Signal wires by layer:
Two of the layers only.
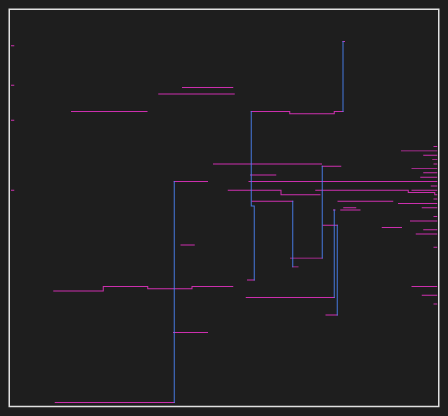
Clock nets:
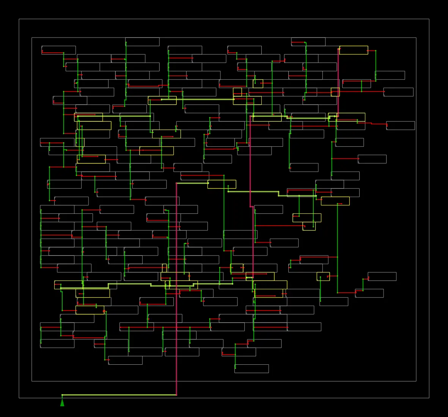
The metal 2 layer:
Cells faint in the background.
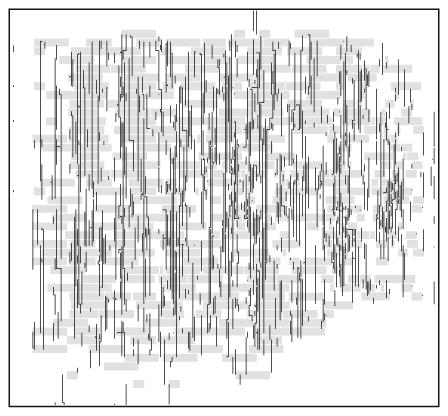
Design sync_fifo_ctl, sky130hd; sources not shown.
==> deck_impl_summary.md <==
Implementation Results

Worst setup path
  • Crit path max fanout: 12
  • Required @ worst endpoint: 4.04 ns
  • WP data arrival: 3.58 ns
  • Crit. End Element: register
  • Startpoint Class: register

Pwr
  • Switching part of the total: 25.4%
  • Int Power: 3.40 mW
  • Total power: 4.56 mW
  • Pwr/cell area: 612 nW/um2
  • Maximum vdd drop: 442 uV
  • Comb. pwr: 0.873 mW
  • Top pwr grp: sequential cells
  • Seq pwr share: 43.1%

Logic synthesis
  • YS chip area: 6220 um2
  • Yosys Instances: 353
  • And+or+nand+nor area frac: 5.96%
  • Post-synth net total: 374
  • Post-synth EDFFs: 128
  • Top cells by count: edfxtp_1, mux4_2, nor2_1, dfrtp_1, mux2i_1
  • Comb area leader: multiplexers
  • AO/OA Area Share: 3.68%
  • Ys async rst share: 15.2%
  • Register share after synthesis: 71.1%
  • Post-synthesis cell area: 6220 um2
  • Mean Syn Cell Area: 17.6 um2
  • Dominant cells by area after synthesis: edfxtp_1, mux4_2, dfrtp_1
  • Cells after Synth: 353
  • Ys flops: 151
  • Area fraction in xor and xnor cells: 0.986%
  • Mux cell area share: 14.5%

Global routing
  • GR Util met1: 21.7%
  • Total GRT Usage: 16.6%
  • Met3 usage: 4.72%
  • Initial antenna violation count: 0
  • Global-route wire length before repair: 19700 um
  • Vias in the first global route: 3393
  • Gr ovfl total: 0
  • Top Usage Layer GRT: met2

CTS
  • Worst-case clock buffer depth: 2
  • CTS tree: yes
  • CTS sink cnt: 151
  • Clock Latency Late Sink: 0.41 ns
  • Htree depth: 4
  • # hold bufs at CTS: 0
  • Root Buffer: clkbuf_16
  • Clock-pin slew on the worst setup and hold paths: 0.06 ns
  • Post-CTS Resized: 0
  • Post-CTS setup repair buffer count: 0

Floorplanning
  • Num rows: 41
  • Fp_density: 44.7%
  • Die area: 16400 um2
  • Core ar.: 13900 um2
  • Die Ht: 123 um
  • Die W: 133 um
  • # IOs: 33

Placement
  • DP HPWL: 8190 um
  • PortBufs: 32
  • Dpl cells: 576
  • Routability Congestion: 0.867

Cells and area
  • Diodes inserted: 0
  • Max reg flops: 128
  • Fillers: 1132
  • Design Area, Final: 7450 um2
  • Most numerous logic cells after layout: edfxtp_1, nor2_1, mux4_2, clkdlybuf4s50_1, dfrtp_1
  • Final Util: 53.6%
  • Non-filler cells, final: 607

Routing
  • DRT antenna net count: 0
  • Met1 wire length: 5690 um
  • Residual DRC count: 0
  • DR top layer: met4
  • Initial DRC count: 215
  • Routed length on met2: 6020 um

Timing
  • Final Hold Vio Count: 0
  • Slew @ Worst Pin: 1.12 ns
  • Setup Viol. Count Final: 0
  • RSZ-0062 raised after global routing: false
  • Final min period: 3.44 ns
  • Final worst setup slack: 0.462 ns
  • Cycle use final: 88.1%
  • F_max: 291 MHz
  • Slew Limit Fails: 0
  • Max transition margin: 25.7%

Run
  • Max-cap violations: 0
  • Tool warnings: 29

Min path
  • Hold Path Class: input pin to async pin

Status
  • Status: completed
-- 'signal wires by layer' (at the start) --
Blue is met4, wire length 248 um. Magenta is met3, wire length 579 um.
final wirelength: 12500 um
Wirelength per Cell: 20.6 um

-- 'clock nets' (at the start) --
total CTS buffers: 17
Seq cells: 151
clock-net power: 1.72 mW
clkbuf count: 17

-- 'the metal 2 layer' (at the start) --
The layer carries 6020 um of wire. 374 nets have wire on it. The wires run mostly vertical. The layer holds 48% of the routed length.
GRT met2 Usage: 26.5%
via count: 3258

==> critical path, stage by stage, from the launching register on <==
cell	delay [ns]
dfrtp_1	0.50
or4_4	0.64
o21ai_2	0.24
nor2_1	0.12
xor2_1	0.15
ha_1	0.25
or3_2	0.42
a21oi_1	0.15
nor3_1	0.07
or4_1	0.48
a21oi_1	0.15
==> layout make-up <==
type	count	area [um2]	area share, %
multi-input cells	174	1660	22.3
clock buffers	17	425	5.71
well taps	193	241	3.24
clock inverters	14	200	2.69
repair buffers	50	468	6.28
inverters	8	30.0	0.403
flip-flops and latches	151	4420	59.4
Power is estimated from default activity; no workload was simulated.
